[config.mk]
export PLATFORM = sky130hd
export DESIGN_NAME = kamus_lsu_ctrl_flat
export DESIGN_NICKNAME = d
export VERILOG_FILES = /design/src/rtl/kamus_lsu_ctrl_if.sv /design/src/rtl/kamus_lsu_ctrl.sv /design/src/flat_wrapper.sv
export SDC_FILE = /design/constraint.sdc
export NUM_CORES = 1
export LEC_CHECK = 0
export CAP_MARGIN = 5
export CELL_PAD_IN_SITES_DETAIL_PLACEMENT = 1
export CELL_PAD_IN_SITES_GLOBAL_PLACEMENT = 1
export CORE_MARGIN = 10
export CORE_UTILIZATION = 30
export CTS_CLUSTER_SIZE = 40
export DETAILED_ROUTE_END_ITERATION = 10
export GPL_TIMING_DRIVEN = 0
export PLACE_DENSITY_LB_ADDON = 0.25
export SYNTH_ARGS = -nofsm -noshare
export SYNTH_HDL_FRONTEND = slang
export SYNTH_SLANG_ARGS = --single-unit
[constraint.sdc]
create_clock -name clk_i -period 3.37 [get_ports clk_i]
set_input_delay 0.674 -clock clk_i [delete_from_list [all_inputs] [get_ports clk_i]]
set_output_delay 0.674 -clock clk_i [all_outputs]
set_load 0.03 [all_outputs]
[src/rtl/kamus_lsu_ctrl_if.sv]
// L1D request/response bus seen from the load/store unit.
// The master side (the LSU) drives the request; the slave side (L1D) answers it.
interface kamus_lsu_ctrl_if #(
   parameter int XLEN = 32
);
   logic            l1d_req_o;
   logic            l1d_we_o;
   logic [XLEN-1:0] l1d_addr_o;
   logic [3:0]      l1d_be_o;
   logic [XLEN-1:0] l1d_wdata_o;
   logic            l1d_gnt_i;
   logic            l1d_rvalid_i;
   logic [XLEN-1:0] l1d_rdata_i;

   modport master (
      output l1d_req_o, l1d_we_o, l1d_addr_o, l1d_be_o, l1d_wdata_o,
      input  l1d_gnt_i, l1d_rvalid_i, l1d_rdata_i
   );

   modport slave (
      input  l1d_req_o, l1d_we_o, l1d_addr_o, l1d_be_o, l1d_wdata_o,
      output l1d_gnt_i, l1d_rvalid_i, l1d_rdata_i
   );
endinterface

[src/rtl/kamus_lsu_ctrl.sv]
// Load/store sequencer between the MEM stage and the L1D port.
// Optional bus timeout is enabled by defining KAMUS_LSU_TIMEOUT_EN.
module kamus_lsu_ctrl #(
   parameter int XLEN           = 32,
   parameter int TIMEOUT_CYCLES = 255
) (
   input  logic             clk_i,
   input  logic             rst_i,
   input  logic             mem_valid_i,
   input  logic             mem_we_i,
   input  logic [1:0]       mem_size_i,
   input  logic             mem_unsigned_i,
   input  logic [XLEN-1:0]  mem_addr_i,
   input  logic [XLEN-1:0]  mem_wdata_i,
   input  logic             flush_i,
   kamus_lsu_ctrl_if.master l1d,
   output logic             stall_o,
   output logic             done_o,
   output logic [XLEN-1:0]  load_data_o,
   output logic             misaligned_o,
   output logic             bus_err_o
);
   localparam logic [2:0] S_IDLE  = 3'd0;
   localparam logic [2:0] S_REQ   = 3'd1;
   localparam logic [2:0] S_WAIT  = 3'd2;
   localparam logic [2:0] S_DRAIN = 3'd3;
   localparam logic [2:0] S_DONE  = 3'd4;

   logic [2:0]      state_q, state_d;
   logic            req_q, req_d;
   logic            done_q, done_d;
   logic            mis_q, mis_d;
   logic            err_q, err_d;
   logic [XLEN-1:0] ldata_q, ldata_d;
   logic            we_q;
   logic [1:0]      size_q;
   logic            uns_q;
   logic [1:0]      off_q;
   logic [XLEN-1:0] addr_q;
   logic [3:0]      be_q;
   logic [XLEN-1:0] wdata_q;

   logic            accept, misal, launch, tmo;
   logic [1:0]      off;
   logic [3:0]      be_new;
   logic [XLEN-1:0] wdata_new, rd_shift, ld_ext;

   assign off    = mem_addr_i[1:0];
   assign accept = (state_q == S_IDLE) && mem_valid_i && !flush_i;
   assign launch = accept && !misal;

   always_comb begin
      case (mem_size_i)
         2'b00:   misal = 1'b0;
         2'b01:   misal = off[0];
         2'b10:   misal = |off;
         default: misal = 1'b1;
      endcase
   end

   always_comb begin
      be_new    = 4'hF;
      wdata_new = mem_wdata_i;
      case (mem_size_i)
         2'b00: begin
            be_new    = 4'b0001 << off;
            wdata_new = {(XLEN/8){mem_wdata_i[7:0]}};
         end
         2'b01: begin
            be_new    = 4'b0011 << off;
            wdata_new = {(XLEN/16){mem_wdata_i[15:0]}};
         end
         default: ;
      endcase
   end

   // Bring the addressed lane down to bit 0, then extend per the latched op.
   assign rd_shift = l1d.l1d_rdata_i >> {off_q, 3'b000};

   always_comb begin
      case (size_q)
         2'b00:   ld_ext = {{(XLEN-8){~uns_q & rd_shift[7]}}, rd_shift[7:0]};
         2'b01:   ld_ext = {{(XLEN-16){~uns_q & rd_shift[15]}}, rd_shift[15:0]};
         default: ld_ext = rd_shift;
      endcase
   end

`ifdef KAMUS_LSU_TIMEOUT_EN
   localparam int CW = ($clog2(TIMEOUT_CYCLES + 1) > 8) ? $clog2(TIMEOUT_CYCLES + 1) : 8;
   logic [CW-1:0] cnt_q;

   // REQ is only ever entered from IDLE, so holding the count at zero there clears it on entry.
   always_ff @(posedge clk_i or posedge rst_i) begin
      if (rst_i) begin
         cnt_q <= '0;
      end else if (state_q == S_IDLE || state_q == S_DONE) begin
         cnt_q <= '0;
      end else begin
         cnt_q <= cnt_q + CW'(1);
      end
   end

   assign tmo       = (cnt_q == CW'(TIMEOUT_CYCLES - 1));
   assign bus_err_o = err_q;
`else
   logic unused_cfg;
   assign tmo        = 1'b0;
   assign bus_err_o  = 1'b0;
   assign unused_cfg = err_q ^ (TIMEOUT_CYCLES != 0);
`endif

   always_comb begin
      state_d = state_q;
      req_d   = req_q;
      done_d  = 1'b0;
      mis_d   = 1'b0;
      err_d   = 1'b0;
      ldata_d = ldata_q;
      case (state_q)
         S_IDLE: begin
            if (accept) begin
               if (misal) begin
                  mis_d = 1'b1;
               end else begin
                  state_d = S_REQ;
                  req_d   = 1'b1;
               end
            end
         end
         S_REQ: begin
            if (l1d.l1d_gnt_i) begin
               req_d = 1'b0;
               if (we_q) begin
                  state_d = S_DONE;
                  done_d  = 1'b1;
               end else if (l1d.l1d_rvalid_i) begin
                  if (flush_i) begin
                     state_d = S_IDLE;
                  end else begin
                     state_d = S_DONE;
                     done_d  = 1'b1;
                     ldata_d = ld_ext;
                  end
               end else begin
                  state_d = flush_i ? S_DRAIN : S_WAIT;
               end
            end else if (flush_i) begin
               req_d   = 1'b0;
               state_d = S_IDLE;
            end else if (tmo) begin
               req_d   = 1'b0;
               state_d = S_DONE;
               done_d  = 1'b1;
               err_d   = 1'b1;
               ldata_d = '0;
            end
         end
         S_WAIT: begin
            if (l1d.l1d_rvalid_i) begin
               if (flush_i) begin
                  state_d = S_IDLE;
               end else begin
                  state_d = S_DONE;
                  done_d  = 1'b1;
                  ldata_d = ld_ext;
               end
            end else if (flush_i) begin
               state_d = S_DRAIN;
            end else if (tmo) begin
               state_d = S_DONE;
               done_d  = 1'b1;
               err_d   = 1'b1;
               ldata_d = '0;
            end
         end
         S_DRAIN: begin
            if (l1d.l1d_rvalid_i || tmo) begin
               state_d = S_IDLE;
            end
         end
         default: state_d = S_IDLE;
      endcase
   end

   always_ff @(posedge clk_i or posedge rst_i) begin
      if (rst_i) begin
         state_q <= S_IDLE;
         req_q   <= 1'b0;
         done_q  <= 1'b0;
         mis_q   <= 1'b0;
         err_q   <= 1'b0;
         ldata_q <= '0;
      end else begin
         state_q <= state_d;
         req_q   <= req_d;
         done_q  <= done_d;
         mis_q   <= mis_d;
         err_q   <= err_d;
         ldata_q <= ldata_d;
      end
   end

   always_ff @(posedge clk_i or posedge rst_i) begin
      if (rst_i) begin
         we_q    <= 1'b0;
         size_q  <= 2'b00;
         uns_q   <= 1'b0;
         off_q   <= 2'b00;
         addr_q  <= '0;
         be_q    <= 4'h0;
         wdata_q <= '0;
      end else if (launch) begin
         we_q    <= mem_we_i;
         size_q  <= mem_size_i;
         uns_q   <= mem_unsigned_i;
         off_q   <= off;
         addr_q  <= {mem_addr_i[XLEN-1:2], 2'b00};
         be_q    <= be_new;
         wdata_q <= wdata_new;
      end
   end

   assign l1d.l1d_req_o   = req_q;
   assign l1d.l1d_we_o    = we_q;
   assign l1d.l1d_addr_o  = addr_q;
   assign l1d.l1d_be_o    = be_q;
   assign l1d.l1d_wdata_o = wdata_q;

   assign stall_o      = launch || (state_q == S_REQ) || (state_q == S_WAIT) || (state_q == S_DRAIN);
   assign done_o       = done_q;
   assign misaligned_o = mis_q;
   assign load_data_o  = ldata_q;
endmodule

[src/flat_wrapper.sv]
// flat-port wrapper written by rule: the top's interface ports become plain ports
module kamus_lsu_ctrl_flat 
#(
   parameter int XLEN           = 32,
   parameter int TIMEOUT_CYCLES = 255
)
  (clk_i, rst_i, mem_valid_i, mem_we_i, mem_size_i, mem_unsigned_i, mem_addr_i, mem_wdata_i, flush_i, stall_o, done_o, load_data_o, misaligned_o, bus_err_o, l1d_l1d_req_o, l1d_l1d_we_o, l1d_l1d_addr_o, l1d_l1d_be_o, l1d_l1d_wdata_o, l1d_l1d_gnt_i, l1d_l1d_rvalid_i, l1d_l1d_rdata_i);
  kamus_lsu_ctrl_if #(.XLEN(XLEN)) l1d_i ();
  input  logic clk_i;
  input  logic rst_i;
  input  logic mem_valid_i;
  input  logic mem_we_i;
  input  logic [1:0] mem_size_i;
  input  logic mem_unsigned_i;
  input  logic [XLEN-1:0] mem_addr_i;
  input  logic [XLEN-1:0] mem_wdata_i;
  input  logic flush_i;
  output logic stall_o;
  output logic done_o;
  output logic [XLEN-1:0] load_data_o;
  output logic misaligned_o;
  output logic bus_err_o;
  output wire logic [$bits(l1d_i.l1d_req_o)-1:0] l1d_l1d_req_o;
  output wire logic [$bits(l1d_i.l1d_we_o)-1:0] l1d_l1d_we_o;
  output wire logic [$bits(l1d_i.l1d_addr_o)-1:0] l1d_l1d_addr_o;
  output wire logic [$bits(l1d_i.l1d_be_o)-1:0] l1d_l1d_be_o;
  output wire logic [$bits(l1d_i.l1d_wdata_o)-1:0] l1d_l1d_wdata_o;
  input wire logic [$bits(l1d_i.l1d_gnt_i)-1:0] l1d_l1d_gnt_i;
  input wire logic [$bits(l1d_i.l1d_rvalid_i)-1:0] l1d_l1d_rvalid_i;
  input wire logic [$bits(l1d_i.l1d_rdata_i)-1:0] l1d_l1d_rdata_i;
  assign l1d_l1d_req_o = l1d_i.l1d_req_o;
  assign l1d_l1d_we_o = l1d_i.l1d_we_o;
  assign l1d_l1d_addr_o = l1d_i.l1d_addr_o;
  assign l1d_l1d_be_o = l1d_i.l1d_be_o;
  assign l1d_l1d_wdata_o = l1d_i.l1d_wdata_o;
  assign l1d_i.l1d_gnt_i = l1d_l1d_gnt_i;
  assign l1d_i.l1d_rvalid_i = l1d_l1d_rvalid_i;
  assign l1d_i.l1d_rdata_i = l1d_l1d_rdata_i;
  kamus_lsu_ctrl #(.XLEN(XLEN), .TIMEOUT_CYCLES(TIMEOUT_CYCLES)) u_core (.clk_i(clk_i), .rst_i(rst_i), .mem_valid_i(mem_valid_i), .mem_we_i(mem_we_i), .mem_size_i(mem_size_i), .mem_unsigned_i(mem_unsigned_i), .mem_addr_i(mem_addr_i), .mem_wdata_i(mem_wdata_i), .flush_i(flush_i), .l1d(l1d_i), .stall_o(stall_o), .done_o(done_o), .load_data_o(load_data_o), .misaligned_o(misaligned_o), .bus_err_o(bus_err_o));
endmodule
Figure 1. Cells colored by class (run 1).
Scale bar: 50 µm.
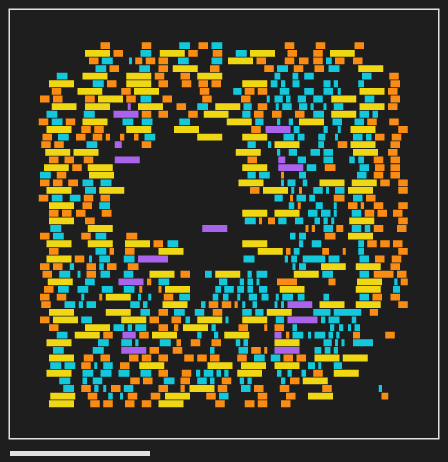
- clock drivers and dummy loads: purple (cells 16)
- all other logic: cyan (cells 284)
- flip-flops: yellow (cells 110)
- other buffers and delay cells: orange (cells 246)
Seq area share: 0.3436
Final Util: 0.4632
# rows: 48
core area: 17,300 µm²

Figure 2. Congestion heat map (run 1).
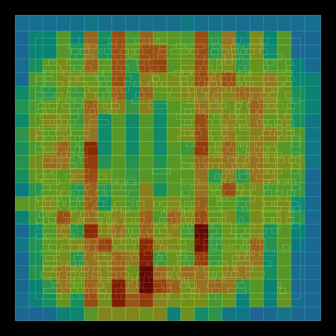
met3 Use GR: 0.04489
met1 Use GR: 0.1741
WL/cell: 21.07 µm
met2 GRT Util: 0.2683
GRT Max-Usage Layer: met2

Figure 3. Sequential cells colored by netlist name (run 1).
Scale bar: 50 µm. Other sequential cells in the stronger gray, the rest of the logic in the fainter gray.
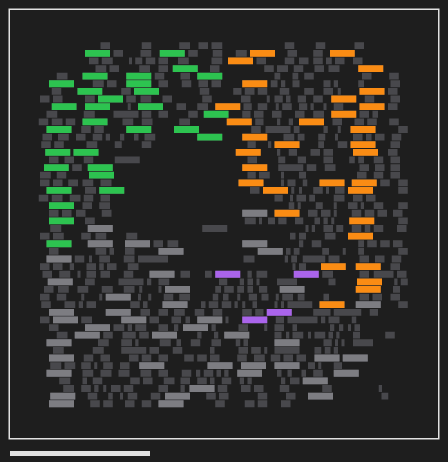
- u_core.l1d.l1d_be_o: purple (sequential cells 4)
- u_core.l1d.l1d_addr_o: green (sequential cells 30; where north-west)
- u_core.load_data_o: orange (sequential cells 32)
- not colored: 44
P_seq: 2.14 mW
FF/Latch Area: 2753 µm²

==> flow_summary.toml, run 1 <==
# physical design summary
[hold_path]
hold_depth = 1

[worst_setup_path]
start_kind = "primary input"
endpoint_kind = "output port"
cpMaxStageDelayCell = "clkdlybuf4s50_1"
r2r_cells = 7
worstPathArrival_ns = 2.47
crit_required_ns = 2.70
critPathTopFamily = "buffers and inverters"
crit_cells = 6
crit_end = "stall_o"
regToRegEndpoint = "u_core.l1d.l1d_wdata_o[3]$_DFFE_PP0P_"
cp.buffers_inverters = 2
crit_chain = "clkdlybuf4s50_1 > o21a_1 > o22ai_1 > nand2_1 > o21ai_0 > dlygate4sd2_1"
cpPeakStageDelay_ns = 0.55

[finish]
clock_area_frac = 0.04061
sh_comb_area = 0.2885
final-nonclk-buf-share = 0.2899
n_antenna_cell = 0
flops = 110
buffers = 246
stdcell_area_um2 = 8011
nets = 757
final_cell_mix = "clkdlybuf4s50_1 (205), dfrtp_1 (110), mux2_2 (67)"
n_all_inverters = 4

[global_route]
grt_pass1_wl_mm = 28.77
overflow = 0
grt_max_degree = 42
grt_pass1_vias = 4846
grt_usage = 0.1533
antenna_found_initial = 1

[synth]
yosys_warnings = 0
ys_ff = 110
netlist_area_um2 = 5293
yosys.stat.seqShare = 0.5201
synth.cellmix.compoundShare = 0.1312
flop_cell = "dfrtp_1"
synth-xor-area-share = 0.001655
synthCells = 430
yosys.area_share.adder = 0
ys_chip_area_um2 = 5293
logic_family = "multiplexers"
yosys.area.top_type = "dfrtp_1"
ys_sh_mux = 0.2243

[flow_run]
cap_violations = 0
tool_warnings = 26

[power_and_ir_drop]
power_density_nw_per_um2 = 834.2
p_switching_mw = 2.657
top_power_group = "combinational cells"
p_comb_mw = 3.38
power_mw = 6.683
internal_power_mw = 4.026
power_frac_clock = 0.174
powerClk_mw = 1.16

[placement]
post-place-cells = 865
dp_hpwl_mm = 15.05

[drt]
top_layer = "met5"
wl_mm = 18.56
wl_met1_mm = 7.747
ant_nets = 0
viasPerCell = 4.908

[sta]
tightest_slew_ns = 0.8134
setup_viol = 0
period_minus_slack_ns = 3.145
whs_ns = 0.4883
maxSlewViolCount = 0
max_freq_mhz = 317.9
fin_crit_sh = 0.9334
rsz0062_at_grt = "false"

[clock_network]
cts_setup_buffers = 0
root_buffer = "clkbuf_16"
clock-sinks = 110
clockBufferDepth = 2
ctsResizeCount = 1
cts_hold_buf = 0
htree_levels = 3
cts_tree = "built"
clkSlewWorstSetupHoldPaths_ns = 0.07
clkLatencyLatePin_ns = 0.35

[die]
die-area_um2 = 23350
fp_util = 0.3060
die_width_um = 152.8

[outcome]
status = "completed"
run 1: synthesized netlist by cell type (2+ instances only):
master	number
dfrtp_1	110
mux2_2	67
mux2i_1	32
a21oi_1	27
nor2_1	26
o32a_1	16
o21ai_0	12
clkbuf_1	11
nand2_1	11
and2_1	10
nor2b_1	10
buf_2	9
a211oi_1	8
buf_4	8
mux2_1	8
o22a_1	8
a2bb2oi_1	7
buf_1	5
buf_6	5
inv_1	4
nand3_1	4
nand2b_1	3
a21o_1	2
a221o_1	2
a41o_2	2
and3_1	2
nand3b_1	2
o41ai_1	2
Figure 4. Gate-type map (run 1).
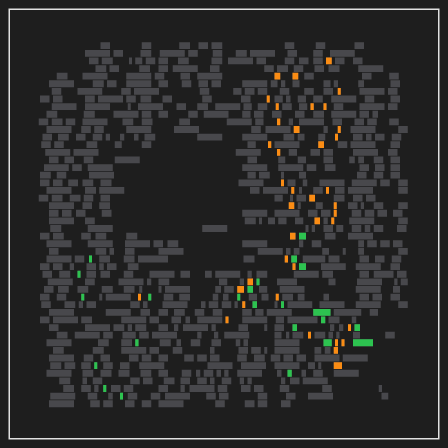

==> inputs of run 2 (changes only) <==
- SETUP_SLACK_MARGIN: default -> 0.2
Figure 5. Gate-type map (run 2).
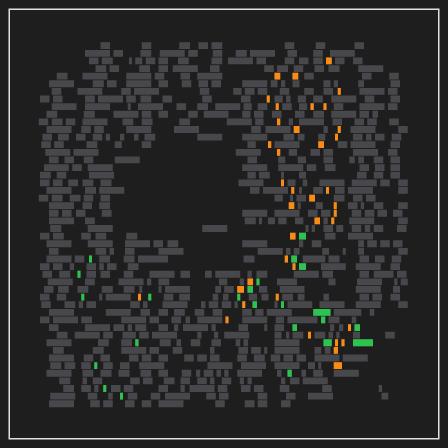
- NAND gates: green (cells 23)
- NOR gates: orange (cells 39)

Figure 6. Congestion heat map (run 2).
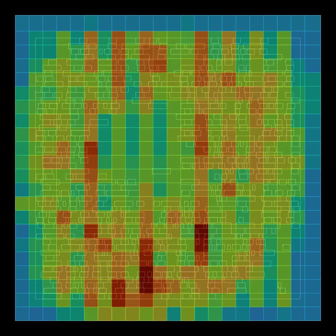
GR Util All Layers: 0.1533
Final Util: 0.4630
WL/cell: 21.07 µm

==> flow_summary.toml, run 2 <==
# physical design summary
[synth]
flop_cell = "dfrtp_1"
yosys.cell_types.count = 45
yosys.stat.seqShare = 0.5201
yosys_warnings = 0
netlist_area_um2 = 5293
edf_count = 0
ys_ff = 110
synthCells = 430
yosys.area.top_type = "dfrtp_1"
ys_chip_area_um2 = 5293
yosys-top-cells-count = "dfrtp_1 (110), mux2_2 (67), mux2i_1 (32)"
top_cell = "dfrtp_1"

[worst_setup_path]
start_kind = "primary input"
cp.buffers_inverters = 2
r2r_cells = 7
cpPeakStageDelay_ns = 0.55
crit_end = "stall_o"
endpoint_kind = "output port"
rrSetupSlack_ns = 1.14
crit_chain = "clkdlybuf4s50_1 > o21a_1 > o22ai_1 > nand2_1 > o21ai_0 > clkbuf_2"
regToRegEndpoint = "u_core.l1d.l1d_wdata_o[3]$_DFFE_PP0P_"
crit_required_ns = 2.70
cpMaxStageDelayCell = "clkdlybuf4s50_1"
worstPathArrival_ns = 2.29
crit_cells = 6
critPathTopFamily = "buffers and inverters"

[sta]
hold_viol = 0
maxSlewViolCount = 0
setup_viol = 0
worst_slack_ns = 0.4058
fin_setup_tns_ns = 0
max_freq_mhz = 337.4
rsz0062_at_grt = "false"
fin_crit_sh = 0.8796
tightest_slew_ns = 0.8133
period_minus_slack_ns = 2.964
whs_ns = 0.4883

[global_route]
grt_max_degree = 42
grt_use_met2 = 0.2683
use_met1 = 0.1741
overflow = 0
grt_pass1_vias = 4846
use_met3 = 0.04489
top_usage_layer = "met2"
grt_pass1_wl_mm = 28.77
antenna_found_initial = 1

[power_and_ir_drop]
power_mw = 6.683
power_density_nw_per_um2 = 834.5
ir_drop_uv = 392.4

[drt]
ant_nets = 0
wl_mm = 18.56
top_layer = "met5"
drc = 0
viasPerCell = 4.908
wl_met1_mm = 7.752

[clock_network]
htree_levels = 3
clkLatencyLatePin_ns = 0.35
cts_hold_buf = 0
cts_tree = "built"
root_buffer = "clkbuf_16"
clkSlewWorstSetupHoldPaths_ns = 0.07
cts_setup_buffers = 0
ctsResizeCount = 1
clockBufferDepth = 2
clock-sinks = 110

[finish]
drive_gt1_frac = 0.1753
logic_area_um2 = 2311
clock_area_frac = 0.04063
seq_area_um2 = 2753
seqAreaFraction = 0.3437
buffers = 246
final_cell_mix = "clkdlybuf4s50_1 (205), dfrtp_1 (110), mux2_2 (67)"
stdcell_area_um2 = 8008
final-nonclk-buf-share = 0.2895
nets = 757
sh_comb_area = 0.2886
n_all_inverters = 4
flops = 110
fill_cells = 1863
n_antenna_cell = 0

[flow_run]
cap_violations = 0
tool_warnings = 26

[die]
rows = 48
die-area_um2 = 23350
fp_util = 0.3060
die_width_um = 152.8
fp.coreArea_um2 = 17300

[hold_path]
min_to = "u_core.load_data_o[0]$_DFFE_PP0P_"
hold_depth = 1

[placement]
post-place-cells = 865
dp_slack_ns = -0.05220
dp_hpwl_mm = 15.05

[outcome]
status = "completed"
==> run 2: netlist changes by cell type in the layout (fill, tap and decap cells not counted) <==
| cell | change |
|---|---|
| dlygate4sd2_1 | -1 |
| clkbuf_2 | +1 |
==> run 2: where the power goes <==
| group | internal [mW] | switching (mW) | total, mW |
|---|---|---|---|
| combinational | 1.51 | 1.86 | 3.38 |
| clock | 0.673 | 0.491 | 1.16 |
| sequential | 1.84 | 0.304 | 2.14 |
| total | 4.03 | 2.66 | 6.68 |
==> run 2: cell families after synthesis <==
family / count (synthesis) / synth area share
AOI/OAI and AO/OA: 93 / 0.1312
xor gates and xnor gates: 1 / 0.001655
buffers and inverters: 42 / 0.04468
other: 1 / 0.0007085
and+or+nand+nor: 75 / 0.07730
DFF: 110 / 0.5201
muxes: 108 / 0.2244
Figure 7. Sequential cells colored by netlist name (run 2).
Scale bar: 50 µm. Other sequential cells in the stronger gray, the rest of the logic in the fainter gray.
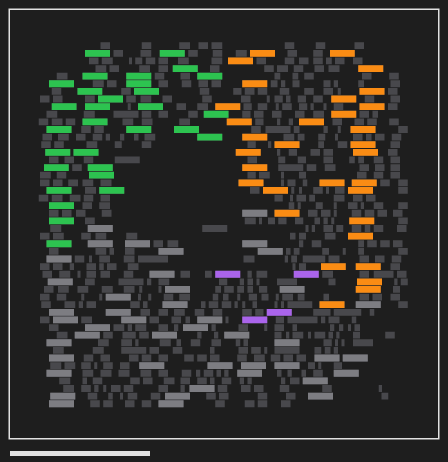

==> inputs of run 3 (changes only) <==
- CORE_UTILIZATION: 30 -> 44
- DONT_BUFFER_PORTS: default -> 1
Figure 8. Sequential cells colored by netlist name (run 3).
Scale bar: 50 µm. Other sequential cells in the stronger gray, the rest of the logic in the fainter gray.
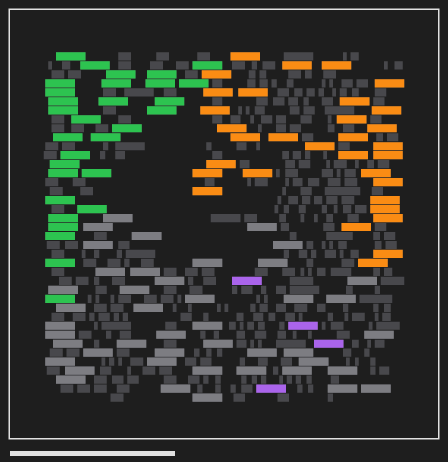
- u_core.l1d.l1d_be_o: purple (sequential cells 4)
- u_core.l1d.l1d_addr_o: green (sequential cells 30)
- u_core.load_data_o: orange (sequential cells 32)
- not colored: 44
Final Util: 0.5011
P_seq: 3.28 mW
Seq area share: 0.4730

Figure 9. Gate-type map (run 3).
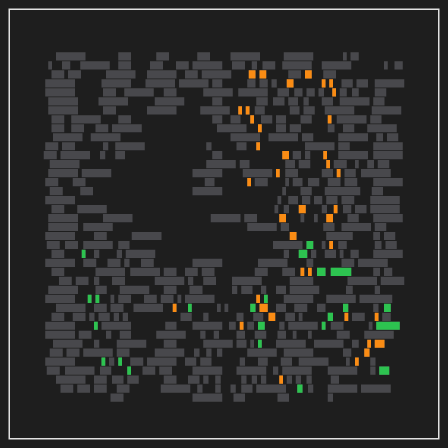
- NOR gates: orange (cells 39)
- NAND gates: green (cells 23)
Post-Layout Cell Count: 593
fraction of area in multi-input gates: 0.3971
most frequent logic cell in the layout: dfrtp_1

==> flow_summary.toml, run 3 <==
# physical design summary
[clock_network]
cts_hold_buf = 0
cts_tree = "built"
clkSlewWorstSetupHoldPaths_ns = 0.07
clockBufferDepth = 2
root_buffer = "clkbuf_16"
clkLatencyLatePin_ns = 0.35
cts_setup_buffers = 0
ctsResizeCount = 0
htree_levels = 3
clock-sinks = 110

[power_and_ir_drop]
power_frac_clock = 0.198
top_power_group = "registers"
power_frac_comb = 0.202
p_comb_mw = 1.10
switching_share = 0.4516
p_seq_frac = 0.600
internal_power_mw = 2.994
ir_drop_uv = 517.4
power_density_nw_per_um2 = 938.1
p_switching_mw = 2.466
power_mw = 5.459
powerClk_mw = 1.08

[worst_setup_path]
r2r_cells = 7
regToRegEndpoint = "u_core.l1d.l1d_wdata_o[2]$_DFFE_PP0P_"
cpPeakStageDelay_ns = 0.45
cpMaxStageDelayCell = "dfrtp_1"
rrSetupSlack_ns = 1.17
cp.buffers_inverters = 0
critPathTopFamily = "simple AND/OR/NAND/NOR gates"
timing_worst_setup_path_type = "reg -> out"
start_kind = "flop"
endpoint_kind = "output port"
path_max_fanout = 6
worstPathArrival_ns = 1.92

[die]
die_width_um = 129.7
fp_util = 0.4557
rows = 39
die-area_um2 = 16820
pin_count = 212

[drt]
top_layer = "met4"
wl_met1_mm = 5.829
drc = 0
viasPerCell = 5.939
wl_mm = 15.47
wl_per_cell_um = 26.08
ant_nets = 0

[synth]
synthCells = 430
yosys.cell_types.count = 45
logic_family = "multiplexers"
yosys.area_share.adder = 0
ys_ff = 110
edf_count = 0
postSynthAreaPerCell_um2 = 12.31
top_cell = "dfrtp_1"
ys_chip_area_um2 = 5293
synth-xor-area-share = 0.001655
yosys.stat.seqShare = 0.5201
top_area_frac = 0.5201
ys_sh_mux = 0.2243
yosys.area.top_type = "dfrtp_1"
synth.cellmix.compoundShare = 0.1312
ys_sh_simple = 0.07730
yosys-top-cells-count = "dfrtp_1 (110), mux2_2 (67), mux2i_1 (32)"
netlist_area_um2 = 5293
flop_cell = "dfrtp_1"
yosys_warnings = 0

[global_route]
antenna_found_initial = 0
use_met1 = 0.2038
grt_usage = 0.1827
grt_use_met2 = 0.3037
grt_max_degree = 44
use_met3 = 0.08075
overflow = 0
top_usage_layer = "met2"
grt_pass1_wl_mm = 23.63
grt_pass1_vias = 3883

[finish]
drive_gt1_frac = 0.2556
fill_cells = 1237
flops = 110
logic_area_um2 = 2311
seq_area_um2 = 2753
clock_area_frac = 0.05096
final_cell_mix = "dfrtp_1 (110), mux2_2 (67), mux2i_1 (32)"
n_antenna_cell = 0
stdcell_area_um2 = 5819
final-nonclk-buf-share = 0.04494
buffers = 40
nets = 551
n_all_inverters = 4

[sta]
whs_ns = 0.2619
tightest_slew_ns = 0.9556
max_freq_mhz = 384.8
setup_viol = 0
hold_viol = 0
rsz0062_at_grt = "false"
fin_setup_tns_ns = 0
maxSlewViolCount = 0
fin_crit_sh = 0.7712
period_minus_slack_ns = 2.599
worst_slack_ns = 0.7711

[outcome]
status = "completed"

[flow_run]
tool_warnings = 26
cap_violations = 0

[placement]
dp_hpwl_mm = 12.28
post-place-cells = 577
dp_slack_ns = 0.9024
-- run 3: how the worst max path moves through the flow --
| stage | to | cells past startpoint | slack, ns | startpoint |
|---|---|---|---|---|
| floorplan | stall_o | 5 | 1.14 | mem_size_i[1] |
| global placement | u_core.l1d.l1d_addr_o[7]$_DFFE_PP0P_ | 1 | 0.78 | rst_i |
| detailed placement | stall_o | 5 | 0.90 | mem_size_i[1] |
| CTS | stall_o | 4 | 0.73 | u_core.state_q[2]$_DFFE_PP0P_ |
| global route | stall_o | 4 | 0.60 | u_core.state_q[2]$_DFFE_PP0P_ |
| finish | stall_o | 4 | 0.77 | u_core.state_q[2]$_DFFE_PP0P_ |
Power figures rest on the tool's default switching activity, not on a simulated workload.
